==> config.mk <==
export PLATFORM = sky130hd
export DESIGN_NAME = cordic_vector_iter
export DESIGN_NICKNAME = d
export VERILOG_FILES = /design/src/rtl/cordic_vector_iter.sv
export SDC_FILE = /design/constraint.sdc
export NUM_CORES = 1
export LEC_CHECK = 0
export CORE_UTILIZATION = 41
export CTS_BUF_LIST = sky130_fd_sc_hd__clkbuf_4 sky130_fd_sc_hd__clkbuf_8
export DETAILED_ROUTE_END_ITERATION = 7
export GPL_ROUTABILITY_DRIVEN = 0
export GPL_TIMING_DRIVEN = 1
export PLACE_DENSITY = 0.68
export SKIP_CTS_REPAIR_TIMING = 1
export SYNTH_ARGS = -nofsm -noshare
export SYNTH_HDL_FRONTEND = slang
export SYNTH_SLANG_ARGS = --single-unit
==> constraint.sdc <==
create_clock -name clock -period 5.5 [get_ports clock]
set_clock_uncertainty 0.15 [all_clocks]
set_input_delay 1.375 -clock clock [delete_from_list [all_inputs] [get_ports clock]]
set_output_delay 1.375 -clock clock [all_outputs]
set_load 0.005 [all_outputs]
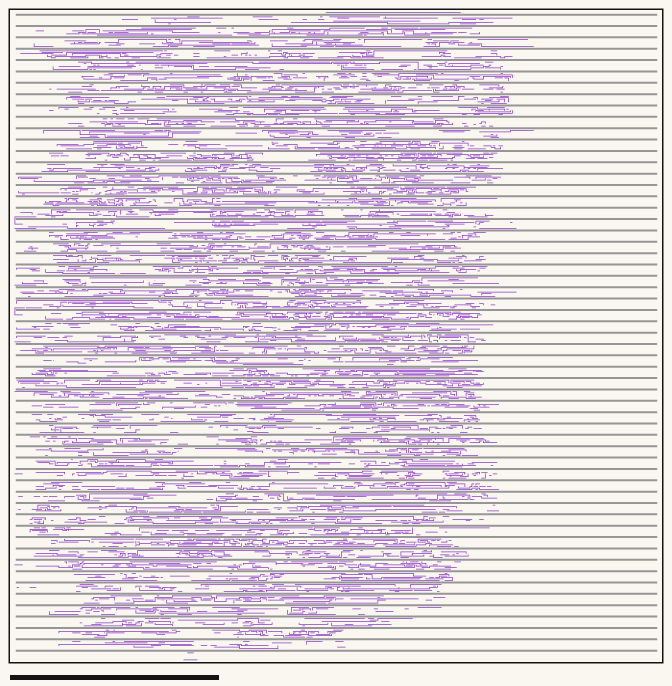
Figure 1: metal 1.
Bar = 50 um. Supply wires on this layer in grey.
share of all routed wire: 42%
nets with wire on the layer: 1303
wire length on this layer: 14400 um
total vias in the final route: 10400
global routing met1 resource utilization: 37.3%
total detailed-routing wirelength: 34.0 mm

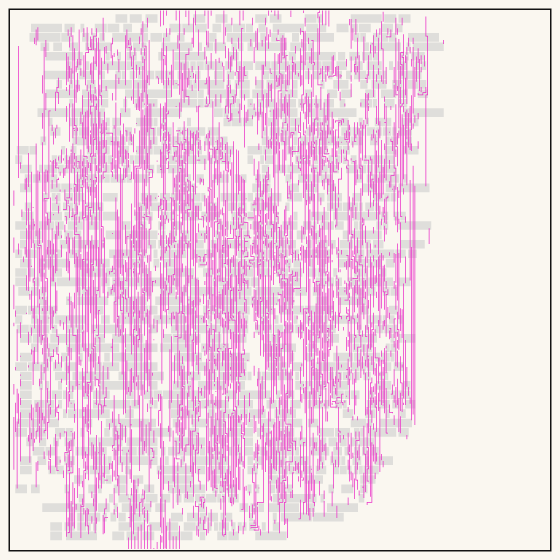
Figure 2: metal 2.
nets with wire on the layer: 1214
wire length on this layer: 14900 um
met2 capacity usage during global routing: 43.7%

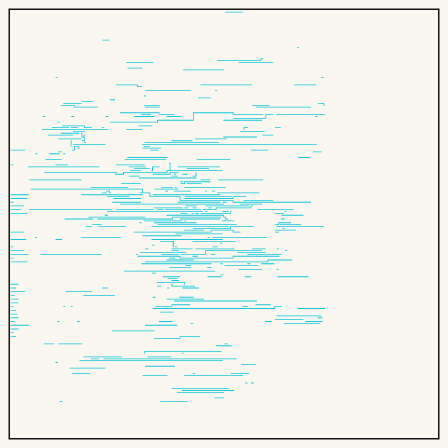
Figure 3: signal wires on met3.
nets with wire on the layer: 220
longest straight run: 63.5 um
share of all routed wire: 8.7%
main direction: horizontal
met3 Usage GRT: 5.58%

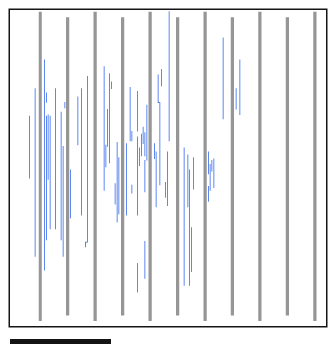
Figure 4: signal wires on met4.
Bar = 50 um. Supply wires on this layer in grey.
main direction: vertical
nets with wire on the layer: 52

==> run notes <==
- number of non-clock buffers in the layout: 161
- final-layout fill cell count: 2298
- number of instances on the worst hold path: 2
- Max Buffers Root-to-Sink: 2
- crit path buf inv count: 2
- Adder-Cell Fraction of Synth Area: 8.45%
- Clk pin slew, worst setup/hold paths: 0.08 ns
- fraction of synthesis flops using an asynchronous set or reset pin: 100%
- deepest level of the CTS H-tree: 3
- fin crit share: 96.5%
- final cell count without fillers: 1646
- Comb gate area: 7820 um2
- placed wire-length estimate: 25.9 mm
- overall global routing resource usage: 28.2%
- Hold Path Class: flop to flop
- number of warning messages in the logs: 31
- CP Capture Type: flop
- Detailed Route Iter0 Violations: 1208
- residual antenna-violating net count after detailed routing: 0
- leading post-synthesis cells by cell area: sky130_fd_sc_hd__dfrtp_1 15%, sky130_fd_sc_hd__ha_1 7.8%, sky130_fd_sc_hd__mux4_2 6.7%, sky130_fd_sc_hd__nand2_1 5.1%, sky130_fd_sc_hd__xnor2_1 4.9%
- portion of netlist area occupied by mux cells: 13.3%
- detail-routed net length per standard cell: 20.7 um
- proportion of cell area occupied by multi-input gates: 67.8%
- standard-cell rows: 56
- number of setup violations in the final report: 0
- max capacitance violation total: 0
- first-pass GRT wire length: 53.6 mm
- final slew viol count: 0
- Post-layout nets: 1422
- ANT cells: 1
- unrepaired setup endpoints after global routing: true
- cell area after layout: 11500 um2
- dominant kind of cell: logic gates
- Met3 Wirelength: 2.97 mm
- worst endpoint required time: 5.61 ns
- predominant post-synthesis flop cell: sky130_fd_sc_hd__dfrtp_1
- met2 routed WL: 14.9 mm
- compound-gate portion of the synthesized area: 24.8%
- delay of the slowest critical-path stage: 0.49 ns
- logic depth of the worst path, buffers included: 19
- Non-Clock Inverter Count: 37
- GR peak layer: met2
- fraction of standard cell area that is sequential: 13.1%
- number of input and output port buffers inserted: 70
- CP delay by family, top: AND-OR/OR-AND gates
- n_taps: 319
- clk tree area frac: 2.06%
- area of the synthesized netlist per yosys stat: 9740 um2
- number of clock sinks: 60
- Cells after DPL: 1628
- minimum hold slack: 0.375 ns
- top library cells by usage in the layout, fill and taps aside: 133 x sky130_fd_sc_hd__nand2_1, 88 x sky130_fd_sc_hd__buf_4, 78 x sky130_fd_sc_hd__o21ai_0
- cell breakdown of the critical path: buf_4, mux2_2, mux4_2, a222oi_1, buf_4, ha_1, nand4_1, o211ai_1, o21ai_0, a21o_1, ha_1, o21a_1, and4_1, o21ai_0, nand3_1, a2111oi_4, and4bb_1, o211ai_1, or3b_1
- run status: finished clean
- final worst slack: 0.191 ns
- top comb family, area: AND-OR/OR-AND gates
- area of the die: 24400 um2
- most instantiated cells after synthesis: 133 x sky130_fd_sc_hd__nand2_1, 79 x sky130_fd_sc_hd__o21ai_0, 77 x sky130_fd_sc_hd__nor2_1
- final critical path time including I/O delays and setup: 5.31 ns
- clock latency of the later-clocked register in the worst-skew pair: 0.37 ns
- synthesized net count: 1331
- area share of buffers outside the clock network: 12.4%
- Die H: 156 um
- distinct cell type count after synthesis: 91
- Root Buffer Master: sky130_fd_sc_hd__clkbuf_8
- Core Util, Final: 49.3%
- FP Util: 41.6%
- post-synth top area share: 15.4%
- CTS tree: done
- Register Area: 1510 um2
- highest-delay cell along the critical path: sky130_fd_sc_hd__mux4_2
- dominant cell type by area after synthesis: sky130_fd_sc_hd__dfrtp_1
- Slew HR: 25.6%
- cells on worst reg2reg path: 19
- first-pass detailed-route iteration total: 6
- most common cell in the netlist: sky130_fd_sc_hd__nand2_1
- Final Hold Fails: 0
- layout overhead on the synthesized area: 18.3%
- share of post-route cells with drive strength above 1: 15.2%
- Syn Inst Count: 1231
